## config.mk

```make
export PLATFORM = sky130hd
export DESIGN_NAME = pe_outport_sink
export DESIGN_NICKNAME = d
export VERILOG_FILES = /design/src/rtl/pe_outport_sink.sv
export SDC_FILE = /design/constraint.sdc
export NUM_CORES = 1
export LEC_CHECK = 0
export CORE_MARGIN = 2
export CORE_UTILIZATION = 60
export CTS_CLUSTER_SIZE = 8
export DETAILED_ROUTE_END_ITERATION = 10
export PLACE_DENSITY = 0.8
export SLEW_MARGIN = 25
export SYNTH_ARGS = -nofsm -noshare
export SYNTH_HDL_FRONTEND = slang
export SYNTH_SLANG_ARGS = --single-unit
```

## constraint.sdc

```tcl
create_clock -name clk -period 6.06 [get_ports clk]
set_input_delay 0.909 -clock clk [delete_from_list [all_inputs] [get_ports clk]]
set_output_delay 0.909 -clock clk [all_outputs]
set_load 0.03 [all_outputs]
```

## src/rtl/pe_outport_sink.sv

```systemverilog
// Receive-side endpoint for a PE data outport: token FIFO, registered back-pressure and a drain port.
// Define PE_SINK_OVF_EN to build the sticky overflow flag; otherwise ovf is tied low.
module pe_outport_sink #(
  parameter int DEPTH = 16,
  parameter int AW    = 4,
  parameter int SKID  = 2
) (
  input  logic          clk,
  input  logic          reset,
  input  logic [35:0]   pe_in,
  output logic          post_pe_bp,
  input  logic          rd_en,
  output logic [34:0]   rd_data,
  output logic          rd_valid,
  output logic          empty,
  output logic [AW:0]   count,
  output logic [15:0]   tok_cnt,
  output logic          frame_done,
  output logic          ovf
);

  // Handshake: a token moves in when pe_in[35]=1 and a slot is free (a same-cycle pop
  // counts as free); post_pe_bp is only advisory, leaving SKID entries for in-flight tokens.
  // A pop happens when rd_en=1 and the FIFO is not empty; rd_valid marks its data one cycle later.
  localparam logic [AW:0] FULL   = (AW+1)'(DEPTH);
  localparam logic [AW:0] BP_MAX = (AW+1)'(DEPTH - SKID - 1);

  logic [34:0]   mem [DEPTH];
  logic [AW-1:0] wptr, rptr;
  logic          pop, accept;
  logic [AW:0]   count_next;

  assign pop    = rd_en && (count != '0);
  assign accept = pe_in[35] && ((count != FULL) || pop);
  assign empty  = (count == '0);

  always_comb begin
    count_next = count;
    if (accept && !pop)      count_next = count + (AW+1)'(1);
    else if (pop && !accept) count_next = count - (AW+1)'(1);
  end

  // Storage carries no reset; pointers and count define what is valid.
  always_ff @(posedge clk) begin
    if (accept) mem[wptr] <= pe_in[34:0];
  end

  always_ff @(posedge clk or posedge reset) begin
    if (reset) begin
      wptr       <= '0;
      rptr       <= '0;
      count      <= '0;
      post_pe_bp <= 1'b1;
      rd_data    <= '0;
      rd_valid   <= 1'b0;
      tok_cnt    <= '0;
      frame_done <= 1'b0;
    end else begin
      count      <= count_next;
      post_pe_bp <= (count_next <= BP_MAX);
      rd_valid   <= pop;
      frame_done <= accept && pe_in[34];
      if (accept) begin
        wptr    <= wptr + AW'(1);
        tok_cnt <= tok_cnt + 16'd1;
      end
      if (pop) begin
        rd_data <= mem[rptr];
        rptr    <= rptr + AW'(1);
      end
    end
  end

`ifdef PE_SINK_OVF_EN
  always_ff @(posedge clk or posedge reset) begin
    if (reset)                    ovf <= 1'b0;
    else if (pe_in[35] && !accept) ovf <= 1'b1;
  end
`else
  assign ovf = 1'b0;
`endif

endmodule
```

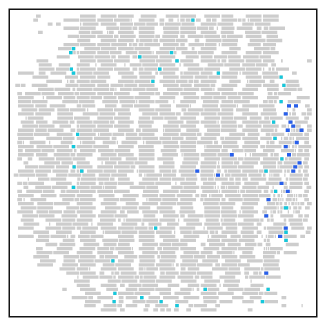
run_1/gates.png
(1.5 px per µm)
| family | colour | cells | where |
|---|---|---|---|
| xor and xnor cells | blue | 23 | middle right |
| non-inverting ao/oa cells | cyan | 37 | all over the die |
Post-Layout Cell Count: 1840
fraction of standard cell area in multi-input logic: 18.5%
leading cell type in the layout, fill and taps excluded: sky130_fd_sc_hd__edfxtp_1

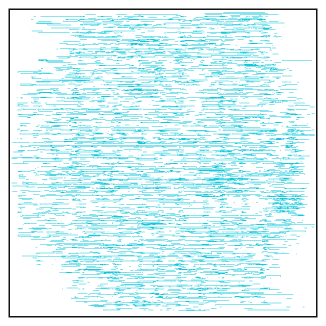
run_1/m1.png
(1.5 px per µm)
wire length on this layer: 20.1 mm
main direction: horizontal
total via count after detailed routing: 11700
met1 layer usage reported by global route: 34.8%

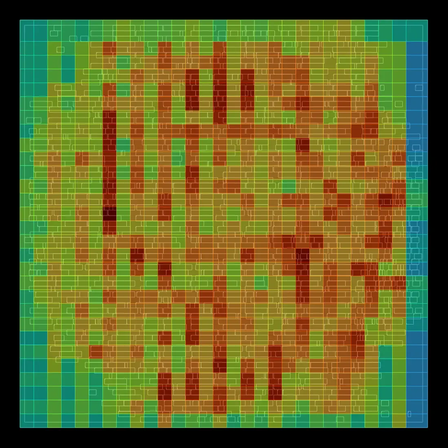
run_1/congestion_map.png
met3 track utilization from global routing: 5.90%
final design utilization: 71.3%
busiest grt layer: met2

==> deck_impl_summary.md, run 1 <==
Implementation Results

Yosys
  • Most common flop cell mapped by yosys: sky130_fd_sc_hd__edfxtp_1
  • Area share, top type: 70.1%
  • Post-Synthesis Net Count: 1148
  • Main logic family after synthesis: multiplexers
  • Multiplexer share: 16.1%
  • Post-synthesis compound-gate area fraction: 2.48%
  • Proportion of register bits with asynchronous set or reset after synthesis: 10.7%
  • Warnings, synthesis: 0
  • Sequential area share after synthesis: 77.1%
  • Cell area after synthesis: 24000 µm²
  • Mapped Avg Cell Area: 21.8 µm²
  • Simple logic cell fraction of the synthesized area: 1.71%
  • Number of cells in Yosys stat: 1101
  • Most numerous cell in the Yosys netlist: sky130_fd_sc_hd__edfxtp_1
  • Library cell with the largest summed area after synthesis: sky130_fd_sc_hd__edfxtp_1
  • Yosys cell types: 41
  • Chip area in the Yosys report: 24000 µm²
  • Instance count of the mapped netlist: 1101
  • Largest cells by area: sky130_fd_sc_hd__edfxtp_1 (70%), sky130_fd_sc_hd__mux4_2 (13%), sky130_fd_sc_hd__dfrtp_1 (6.9%)
  • Synth top cells by count: sky130_fd_sc_hd__edfxtp_1 (560), sky130_fd_sc_hd__mux4_2 (140), sky130_fd_sc_hd__mux2i_1 (71)
  • Count of library flops with an enable pin: 560
  • Synth Area in XOR/XNOR: 0.840%

Setup path
  • Worst reg2reg startpoint: count[1]
  • Critical Path Max Stage Delay: 0.69 ns
  • Critical path depth: 5
  • CP max stage cell: sky130_fd_sc_hd__clkdlybuf4s50_1
  • Family with the most delay on the worst path: buffers and inverters
  • Launch point of the worst path: count[0]
  • Critical path endpoint: empty
  • Capturing point of the worst reg2reg path: mem[6][31]
  • Critical path cell sequence: inv_1 -> ha_1 -> or3b_1 -> nor2_1 -> clkdlybuf4s50_1
  • Reg-to-reg setup timing slack: 2.68 ns
  • Critical Path Start Type: flop
  • Data arrival, critical path: 2.67 ns
  • Max Fanout on Critical Path: 6
  • Buffers & Inverters on Critical Path: 2
  • WS Path Type: flop to output port
  • CP Capture Type: output port
  • Number of cells on the worst reg-to-reg path: 7

Drt
  • Remaining antenna violation count after routing: 0
  • Post-detailed-route via-to-cell ratio: 6.36
  • # DRC: 0
  • Initial DRC Count: 1516
  • Routed wire length per instance: 28.1 µm
  • Drt first pass iters: 5
  • Wirelength, routed: 51700 µm

Final layout
  • Seq_cells: 627
  • Layout cell share with drive strength beyond 1: 20.8%
  • Nets: 1289
  • Largest registers: mem (560), rd_data (35), tok_cnt (16)
  • Largest register by flop count: mem
  • Synthesis-to-layout area growth: 17.6%
  • Fraction of area in clock buffers and inverters: 9.31%
  • Largest register FFs: 560
  • Number of multi-input combinational cells: 405
  • Fill cell instance count of the final layout: 2211
  • Leading cell types in the layout, fill and taps excluded: sky130_fd_sc_hd__edfxtp_1 (560), sky130_fd_sc_hd__mux4_2 (140), sky130_fd_sc_hd__clkdlybuf4s50_1 (98)
  • Dominant class by area: sequential cells
  • Non-clock inverter instance count of the final layout: 9
  • Area share of buffers outside the clock network: 4.08%
  • Storage cell area: 18500 µm²
  • Total area of multi-input combinational cells: 5220 µm²
  • Design Area, Final: 28200 µm²
  • Antenna Cells: 0

Placed design
  • Global placement routability congestion: 0.789
  • Inst Count DP: 1677
  • DP HPWL: 25100 µm
  • Total placed instance area: 25600 µm²
  • IO Port Bufs: 98

Global route
  • Total routing resource utilization after global routing: 25.7%
  • Total gr overflow: 0
  • Vias in the first global route: 12400
  • Global-route wire length before repair: 77500 µm
  • Number of antenna violations at the first check in global routing: 0
  • Maximum number of pins on one net before global-route repair: 83

Power and ir drop
  • Net switching component of the power: 4100 µW
  • Max VDD drop: 0.000397 V
  • Sequential Power Share: 41.2%
  • Power Internal: 9860 µW
  • Power share of the combinational group: 25.7%
  • Design Power: 14000 µW
  • Clock group share of total power: 33.1%
  • Power per standard cell area: 495 nW/µm²

Clock network
  • Resized cells post-CTS: 0
  • Max Root-Sink Buffers: 3
  • Number of sinks driven by the clock tree: 627
  • Post-CTS clock slew at the launch and capture registers of the worst setup and hold paths: 0.05 ns
  • CTS root buf: sky130_fd_sc_hd__clkbuf_16
  • Insertion delay at the late pin of the worst-skew pair: 0.60 ns
  • Maximum level of the CTS H-tree: 3
  • Setup fix buffers added after clock tree synthesis: 0
  • Clock tree from TritonCTS: built

Final timing
  • Setup violators final: 0
  • Fin crit period: 3.58 ns
  • RSZ-0062 raised after global routing: no
  • Aggregate negative setup slack: 0 ns
  • Hold Vio Cnt, Final: 0
  • Worst Skew: 0.0130 ns
  • Final worst-path cycle share: 59.0%
  • Worst Max-Slew Pin Slew: 1.02 ns
  • Slew HR: 32.1%
  • Final Max Tran Viols: 0
  • Post-route worst setup slack: 2.48 ns

Outcome
  • Run status: complete, no violations

Hold path
  • Startpoint of the worst hold path: rd_data[5]
  • Worst hold path class: flop to flop
  • Worst hold stages: 1

Floorplan
  • Initial cell density of the core: 60.6%
  • Number of well-tap cells placed: 525
  • Top-level I/O count: 100
  • Vert. Die Dim: 204 µm
  • Horizontal die dimension: 204 µm
  • Placeable core area: 39500 µm²
  • Floorplan row count: 73

Job
  • Max-cap violations: 0
  • OpenROAD warning count: 30
==> run 1: cells by family after synthesis <==
logic type / after synthesis
simple gates: 76
flops: 627
other cells: 1
fa+ha+maj: 8
buf+inv: 69
mux: 211
xor+xnor: 23
compound gates: 86
==> run 1: per-layer routing <==
layer,vias up,GRT usage [%],routed length (µm)
met1,6099,34.8,20100
met3,99,5.90,4220
li1,4862,-,-
met4,0,8.95,1370
met2,634,41.9,26000
met5,-,0,0
==> run 1: power by group through the flow <==
stage	registers (µW)	logic (µW)	clock network, µW
2_1_floorplan	5820	2380	0
3_3_place_gp	5780	3420	0
3_5_place_dp	5810	3520	0
4_1_cts	5760	3620	4640
5_1_grt	5810	3800	4830
6_report	5750	3590	4610
--- run 2 (diff from run 1) ---
--- a/config.mk
+++ b/config.mk
@@ -6,10 +6,10 @@
 export NUM_CORES = 1
 export LEC_CHECK = 0
 export CORE_MARGIN = 2
-export CORE_UTILIZATION = 60
+export CORE_UTILIZATION = 54
 export CTS_CLUSTER_SIZE = 8
 export DETAILED_ROUTE_END_ITERATION = 10
-export PLACE_DENSITY = 0.8
+export PLACE_DENSITY = 0.76
 export SLEW_MARGIN = 25
 export SYNTH_ARGS = -nofsm -noshare
 export SYNTH_HDL_FRONTEND = slang
==> constraint.sdc (replaced) <==
create_clock -name clk -period 3.1 [get_ports clk]
set_input_delay 0.465 -clock clk [delete_from_list [all_inputs] [get_ports clk]]
set_output_delay 0.465 -clock clk [all_outputs]
set_load 0.03 [all_outputs]
==> run 2 against run 1 <==
Against the previous run: sequential share of layout area fell by 0.96 points; worst setup slack got worse by 2.3 ns; register-to-register slack worse by 2.5 ns; global-route usage down 2.3 points; largest cell class unchanged; combinational power grew 110%; critical path depth rose by 2; critical endpoint is now mem[11][26]; clock power increased by 91%; synthesized cell count unchanged; sequential cell count is the same; highest routed layer unchanged; clock skew is 0.0051 ns higher; largest power group unchanged; final cell count rose by 5.9%.
==> deck_impl_summary.md, run 2 <==
Implementation Results

Floorplan
  • Number of well-tap cells placed: 592 (+13%)
  • Initial cell density of the core: 54.5% (-6.2 points)
  • Placeable core area: 44000 µm² (+11%)
  • Floorplan row count: 77 (+5.5%)
  • Horizontal die dimension: 215 µm (+5.3%)
  • Vert. Die Dim: 215 µm (+5.3%)

Power and ir drop
  • Power per standard cell area: 957 nW/µm² (+93%)
  • Max VDD drop: 0.000512 V (+29%)
  • Power drawn by the sequential cells: 11000 µW (+91%)
  • Clock group share of total power: 32.1% (-1.0 points)
  • Power dissipated in combinational cells: 7550 µW (+110%)
  • Largest power group: sequential cells
  • Design Power: 27400 µW (+96%)
  • Power Internal: 19300 µW (+96%)
  • Power share of the combinational group: 27.6% (+1.9 points)
  • Clock group total power: 8800 µW (+91%)
  • Net switching component of the power: 8040 µW (+96%)

Clock network
  • Maximum level of the CTS H-tree: 3 (unchanged)
  • Insertion delay at the late pin of the worst-skew pair: 0.60 ns (about the same)
  • Resized cells post-CTS: 1 (+1)
  • CTS root buf: sky130_fd_sc_hd__clkbuf_16
  • Number of sinks driven by the clock tree: 627 (unchanged)
  • Clock tree from TritonCTS: built
  • Setup fix buffers added after clock tree synthesis: 0 (unchanged)
  • Post-CTS clock slew at the launch and capture registers of the worst setup and hold paths: 0.05 ns (about the same)
  • Max Root-Sink Buffers: 3 (unchanged)

Drt
  • Drt first pass iters: 5 (unchanged)
  • Uppermost layer routed: met4
  • Routed length on met1: 20800 µm (+3.8%)
  • Post-detailed-route via-to-cell ratio: 6.13 (-3.5%)
  • Remaining antenna violation count after routing: 0 (unchanged)
  • Initial DRC Count: 1409 (-7.1%)
  • Met3 Routed Length: 4430 µm (+5.2%)
  • # DRC: 0 (unchanged)
  • Routed wire length per instance: 27.1 µm (-3.6%)

Placed design
  • Global placement routability congestion: 0.820 (+4.0%)
  • DP HPWL: 30000 µm (+20%)
  • Inst Count DP: 1788 (+6.6%)
  • Total placed instance area: 26100 µm² (+2.0%)
  • IO Port Bufs: 98 (unchanged)

Setup path
  • Data arrival, critical path: 3.22 ns (+0.55 ns)
  • Launch point of the worst path: count[0]
  • Number of cells on the worst reg-to-reg path: 7 (unchanged)
  • Worst reg2reg startpoint: count[0]
  • Critical path cell sequence: inv_1 -> ha_1 -> or3b_1 -> o21ai_0 -> nor2_1 -> and3_2 -> buf_4
  • Max Fanout on Critical Path: 22 (+16)
  • CP Capture Type: flop
  • Reg-to-reg setup timing slack: 0.19 ns (-2.49 ns)
  • WS Path Type: flop to flop
  • Family with the most delay on the worst path: simple AND/OR/NAND/NOR gates
  • Critical Path Max Stage Delay: 0.70 ns (about the same)
  • CP max stage cell: sky130_fd_sc_hd__o21ai_0
  • Critical path endpoint: mem[11][26]
  • Capturing point of the worst reg2reg path: mem[11][26]
  • Critical path depth: 7 (+2)
  • Buffers & Inverters on Critical Path: 2 (unchanged)

Global route
  • Total gr overflow: 0 (unchanged)
  • Number of antenna violations at the first check in global routing: 0 (unchanged)
  • Global-route wire length before repair: 79500 µm (+2.5%)
  • Met2 usage in global routing: 37.5% (-4.4 points)
  • Maximum number of pins on one net before global-route repair: 46 (-45%)
  • Vias in the first global route: 12600 (+2.0%)

Final timing
  • RSZ-0062 raised after global routing: no
  • Aggregate negative setup slack: 0 ns (unchanged)
  • Setup violators final: 0 (unchanged)
  • Slew HR: 42.0% (+9.9 points)
  • Fin crit period: 2.91 ns
  • Worst Max-Slew Pin Slew: 0.861 ns (-0.157 ns)
  • Post-route worst setup slack: 0.190 ns (-2.29 ns)
  • Worst Skew: 0.0181 ns (+0.00507 ns)
  • Final worst-path cycle share: 93.9%
  • Hold Vio Cnt, Final: 0 (unchanged)

Final layout
  • Fill cell instance count of the final layout: 2783 (+26%)
  • Area share of buffers outside the clock network: 5.53% (+1.4 points)
  • Antenna Cells: 0 (unchanged)
  • Leading cell type in the layout, fill and taps excluded: sky130_fd_sc_hd__edfxtp_1
  • Storage cell area: 18500 µm² (unchanged)
  • Largest register by flop count: mem
  • Design Area, Final: 28600 µm² (+1.5%)
  • Dominant class by area: sequential cells
  • Non-clock inverter instance count of the final layout: 9 (unchanged)
  • Largest register FFs: 560 (unchanged)
  • Seq_cells: 627 (unchanged)
  • Post-Layout Cell Count: 1948 (+5.9%)
  • Fraction of standard cell area in multi-input logic: 18.1% (-0.37 points)
  • Largest registers: mem (560), rd_data (35), tok_cnt (16)
  • Fraction of area in clock buffers and inverters: 8.94% (-0.38 points)
  • Synthesis-to-layout area growth: 19.3%
  • Leading cell types in the layout, fill and taps excluded: sky130_fd_sc_hd__edfxtp_1 (560), sky130_fd_sc_hd__mux4_2 (140), sky130_fd_sc_hd__clkdlybuf4s50_1 (97)
  • Number of multi-input combinational cells: 405 (unchanged)
  • Nets: 1333 (+3.4%)
  • Layout cell share with drive strength beyond 1: 23.3% (+2.5 points)

Outcome
  • Run status: complete, no violations

Yosys
  • Post-Synthesis Net Count: 1148 (unchanged)
  • Yosys cell types: 41 (unchanged)
  • Largest cells by area: sky130_fd_sc_hd__edfxtp_1 (70%), sky130_fd_sc_hd__mux4_2 (13%), sky130_fd_sc_hd__dfrtp_1 (6.9%)
  • Most common flop cell mapped by yosys: sky130_fd_sc_hd__edfxtp_1
  • Count of library flops with an enable pin: 560 (unchanged)
  • Most numerous cell in the Yosys netlist: sky130_fd_sc_hd__edfxtp_1
  • Warnings, synthesis: 0 (unchanged)
  • Library cell with the largest summed area after synthesis: sky130_fd_sc_hd__edfxtp_1
  • Sequential area share after synthesis: 77.1% (unchanged)
  • Cell area after synthesis: 24000 µm² (unchanged)
  • Area share, top type: 70.1% (unchanged)
  • Chip area in the Yosys report: 24000 µm² (unchanged)
  • Synth top cells by count: sky130_fd_sc_hd__edfxtp_1 (560), sky130_fd_sc_hd__mux4_2 (140), sky130_fd_sc_hd__mux2i_1 (71)
  • Proportion of register bits with asynchronous set or reset after synthesis: 10.7% (unchanged)
  • Number of cells in Yosys stat: 1101 (unchanged)
  • Mapped Avg Cell Area: 21.8 µm² (unchanged)

Job
  • Max-cap violations: 0 (unchanged)
  • OpenROAD warning count: 30 (unchanged)

Hold path
  • Worst hold path class: input pin to async pin
-- run 2: cell counts after synthesis --
No cell type changed its count.
-- run 2: logic make-up (layout without fill, tap and decap cells) --
| family | Yosys count | in the layout | share of synthesized area, % |
|---|---|---|---|
| other | 1 | 1 | 0.0156 |
| DFF | 627 | 627 | 77.1 |
| and+or+nand+nor | 76 | 76 | 1.71 |
| buffers and inverters | 69 | 324 | 1.32 |
| xor gates and xnor gates | 23 | 23 | 0.840 |
| adders and majority gates | 8 | 8 | 0.417 |
| AOI/OAI and AO/OA | 86 | 86 | 2.48 |
| muxes | 211 | 211 | 16.1 |
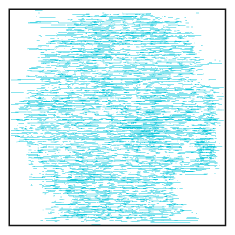
run_2/m1.png
(1 px per µm)
main direction: horizontal
nets with wire on the layer: 1261
longest straight run: 85.6 µm
wire length on this layer: 20.8 mm
total via count after detailed routing: 11900
wirelength, routed: 52800 µm
met1 layer usage reported by global route: 31.8%

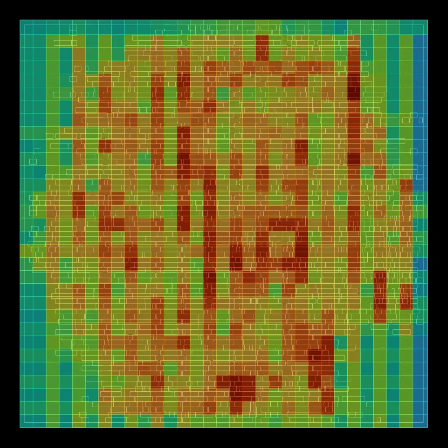
run_2/congestion_map.png
total routing resource utilization after global routing: 23.4%
final design utilization: 65.0%
met3 track utilization from global routing: 5.17%

--- run 3 (diff from run 2) ---
--- a/config.mk
+++ b/config.mk
@@ -5,12 +5,13 @@
 export SDC_FILE = /design/constraint.sdc
 export NUM_CORES = 1
 export LEC_CHECK = 0
-export CORE_MARGIN = 2
-export CORE_UTILIZATION = 54
+export CELL_PAD_IN_SITES_DETAIL_PLACEMENT = 2
+export CELL_PAD_IN_SITES_GLOBAL_PLACEMENT = 2
+export CORE_UTILIZATION = 43
 export CTS_CLUSTER_SIZE = 8
 export DETAILED_ROUTE_END_ITERATION = 10
 export PLACE_DENSITY = 0.76
-export SLEW_MARGIN = 25
+export SLEW_MARGIN = 30
 export SYNTH_ARGS = -nofsm -noshare
 export SYNTH_HDL_FRONTEND = slang
 export SYNTH_SLANG_ARGS = --single-unit
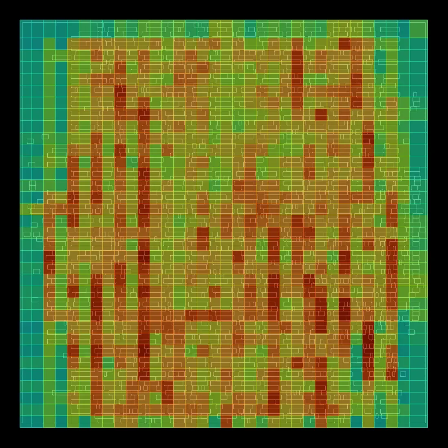
run_3/congestion_map.png
final design utilization: 52.3%
met2 usage in global routing: 42.1%
routed wire length per instance: 33.4 µm
total routing resource utilization after global routing: 25.4%
met1 layer usage reported by global route: 34.5%

==> run 3 against run 2 <==
Against the previous run: global-route usage rose by 2.0 points; area after synthesis did not move; critical path depth decreased by 2; worst hold slack improved by 0.012 ns; wire length grew 33%; critical endpoint is now empty; sequential cell count unchanged.
==> deck_impl_summary.md, run 3 <==
Implementation Results

Global route
  • Met3 track utilization from global routing: 4.42% (-0.75 points)
  • Maximum number of pins on one net before global-route repair: 44 (-4.3%)
  • Global-route wire length before repair: 102000 µm (+28%)
  • Number of antenna violations at the first check in global routing: 0 (unchanged)
  • Busiest grt layer: met2
  • Vias in the first global route: 13800 (+9.0%)
  • Total gr overflow: 0 (unchanged)

Yosys
  • Register bit total from synthesis: 627
  • Mapped Avg Cell Area: 21.8 µm² (unchanged)
  • Adder-cell share of the synthesized area: 0.417% (unchanged)
  • Synth top cells by count: sky130_fd_sc_hd__edfxtp_1 (560), sky130_fd_sc_hd__mux4_2 (140), sky130_fd_sc_hd__mux2i_1 (71)
  • Largest cells by area: sky130_fd_sc_hd__edfxtp_1 (70%), sky130_fd_sc_hd__mux4_2 (13%), sky130_fd_sc_hd__dfrtp_1 (6.9%)
  • Proportion of register bits with asynchronous set or reset after synthesis: 10.7% (unchanged)
  • Synth Area in XOR/XNOR: 0.840% (unchanged)
  • Cell area after synthesis: 24000 µm² (unchanged)
  • Post-synthesis compound-gate area fraction: 2.48% (unchanged)
  • Simple logic cell fraction of the synthesized area: 1.71% (unchanged)
  • Yosys cell types: 41 (unchanged)
  • Sequential area share after synthesis: 77.1% (unchanged)
  • Library cell with the largest summed area after synthesis: sky130_fd_sc_hd__edfxtp_1
  • Multiplexer share: 16.1% (unchanged)
  • Number of cells in Yosys stat: 1101 (unchanged)
  • Most common flop cell mapped by yosys: sky130_fd_sc_hd__edfxtp_1
  • Post-Synthesis Net Count: 1148 (unchanged)
  • Area share, top type: 70.1% (unchanged)
  • Most numerous cell in the Yosys netlist: sky130_fd_sc_hd__edfxtp_1
  • Main logic family after synthesis: multiplexers
  • Chip area in the Yosys report: 24000 µm² (unchanged)
  • Instance count of the mapped netlist: 1101
  • Count of library flops with an enable pin: 560 (unchanged)
  • Warnings, synthesis: 0 (unchanged)

Drt
  • Met2 wirelength from detailed routing: 35200 µm
  • # DRC: 0 (unchanged)
  • Met3 Routed Length: 4220 µm (-4.8%)
  • Routed length on met1: 29300 µm (+41%)
  • Uppermost layer routed: met4
  • Initial DRC Count: 1052 (-25%)
  • Remaining antenna violation count after routing: 0 (unchanged)
  • Drt first pass iters: 5 (unchanged)
  • Post-detailed-route via-to-cell ratio: 5.88 (-4.1%)

Final timing
  • Fin crit period: 2.93 ns (+0.0227 ns)
  • Slew HR: 44.3% (+2.3 points)
  • Worst Max-Slew Pin Slew: 0.833 ns (-0.0286 ns)
  • Worst Skew: 0.0301 ns (+0.0120 ns)
  • RSZ-0062 raised after global routing: no
  • Hold Vio Cnt, Final: 0 (unchanged)
  • Peak clock frequency supported by timing: 0.341 GHz
  • Hold_ws: 0.268 ns
  • Final worst-path cycle share: 94.6% (+0.73 points)
  • Setup violators final: 0 (unchanged)
  • Final Max Tran Viols: 0
  • Aggregate negative setup slack: 0 ns (unchanged)

Clock network
  • Number of sinks driven by the clock tree: 627 (unchanged)
  • Insertion delay at the late pin of the worst-skew pair: 0.64 ns (+0.04 ns)
  • Total clock buffers created by CTS: 88
  • Post-CTS clock slew at the launch and capture registers of the worst setup and hold paths: 0.06 ns (about the same)
  • Setup fix buffers added after clock tree synthesis: 0 (unchanged)
  • Resized cells post-CTS: 1 (unchanged)
  • Clock tree from TritonCTS: built
  • Hold-fix buffers, CTS: 0
  • Maximum level of the CTS H-tree: 3 (unchanged)
  • CTS root buf: sky130_fd_sc_hd__clkbuf_16
  • Max Root-Sink Buffers: 3 (unchanged)

Setup path
  • Capturing point of the worst reg2reg path: mem[10][20]
  • Critical path endpoint: empty
  • Buffers & Inverters on Critical Path: 2 (unchanged)
  • Critical Path Max Stage Delay: 0.50 ns (-0.20 ns)
  • CP max stage cell: sky130_fd_sc_hd__or3b_1
  • CP Capture Type: output port
  • Launch point of the worst path: count[0]
  • Reg-to-reg setup timing slack: 0.20 ns (about the same)
  • Number of cells on the worst reg-to-reg path: 8 (+1)
  • Required time of the critical path: 2.63 ns
  • Critical path depth: 5 (-2)
  • Critical Path Start Type: flop
  • Critical path cell sequence: inv_1 -> ha_1 -> or3b_1 -> nor2_1 -> dlygate4sd2_1
  • WS Path Type: flop to output port
  • Data arrival, critical path: 2.47 ns (-0.75 ns)
  • Max Fanout on Critical Path: 6 (-73%)
  • Family with the most delay on the worst path: simple AND/OR/NAND/NOR gates
  • Worst reg2reg startpoint: count[0]

Outcome
  • Run status: complete, no violations

Power and ir drop
  • Design Power: 28200 µW (+2.8%)
  • Switch share: 31.7%
  • Clock group total power: 9050 µW (+2.8%)
  • Power share of the combinational group: 28.1% (+0.5 points)
  • Clock group share of total power: 32.1% (about the same)
  • Sequential Power Share: 39.7%
  • Power Internal: 19200 µW (-0.61%)
  • Net switching component of the power: 8940 µW (+11%)
  • Largest power group: sequential cells
  • Power dissipated in combinational cells: 7930 µW (+5.0%)
  • Power per standard cell area: 977 nW/µm² (+2.1%)
  • Max VDD drop: 0.000445 V (-13%)
  • Power drawn by the sequential cells: 11200 µW (about the same)
  • LEAKAGE: 0.00979 µW

Placed design
  • Global placement routability congestion: 0.744 (-9.2%)
  • DP HPWL: 40500 µm (+35%)
  • Inst Count DP: 1938 (+8.4%)
  • IO Port Bufs: 98 (unchanged)

Hold path
  • Worst hold path class: input pin to async pin

Final layout
  • Post-Layout Cell Count: 2100 (+7.8%)
  • Layout cell share with drive strength beyond 1: 23.0% (-0.30 points)
  • Largest register by flop count: mem
  • Synthesis-to-layout area growth: 20.2%
  • Largest registers: mem (560), rd_data (35), tok_cnt (16)
  • Fill cell instance count of the final layout: 4738 (+70%)
  • Nets: 1327 (-0.45%)
  • Leading cell type in the layout, fill and taps excluded: sky130_fd_sc_hd__edfxtp_1
  • Leading cell types in the layout, fill and taps excluded: sky130_fd_sc_hd__edfxtp_1 (560), sky130_fd_sc_hd__mux4_2 (140), sky130_fd_sc_hd__clkdlybuf4s50_1 (97)
  • Largest register FFs: 560 (unchanged)
  • Antenna Cells: 0 (unchanged)

Floorplan
  • Initial cell density of the core: 43.5% (-11 points)
  • Total Die Area: 56700 µm²
  • Floorplan row count: 86 (+12%)
  • Placeable core area: 55100 µm² (+25%)
  • Horizontal die dimension: 238 µm (+11%)
  • Vert. Die Dim: 238 µm (+11%)
  • Top-level I/O count: 100

Job
  • Max-cap violations: 0 (unchanged)
  • OpenROAD warning count: 31 (+3.3%)
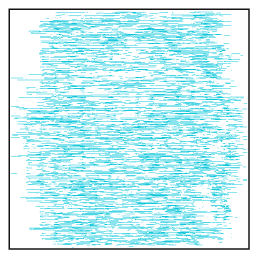
run_3/m1.png
(1 px per µm)
nets with wire on the layer: 1270
share of all routed wire: 42%
wire length on this layer: 29.3 mm
total via count after detailed routing: 12400
wirelength, routed: 70100 µm

## run 3: per-stage QoR
step | util [%] | setup WS [ns] | area, µm²
after floorplan | - | 0.0409 | 24000
after global placement | 47.7 | 0.480 | 26300
after detailed placement | 47.7 | 0.298 | 26300
after CTS | 52.3 | 0.103 | 28800
after global routing | 52.3 | 0.0578 | 28800
final | 52.3 | 0.167 | 28800
## run 3: area by class of cell
class | count | area, µm² | share of cell area, %
sequential | 627 | 18500 | 64.2
inverter | 9 | 35.0 | 0.122
clock buffer | 154 | 2450 | 8.50
multi-input combinational | 405 | 5190 | 18.0
clock inverter | 8 | 91.3 | 0.317
tap | 748 | 936 | 3.25
timing repair buffer | 149 | 1610 | 5.60
Power is estimated from default activity; no workload was simulated.
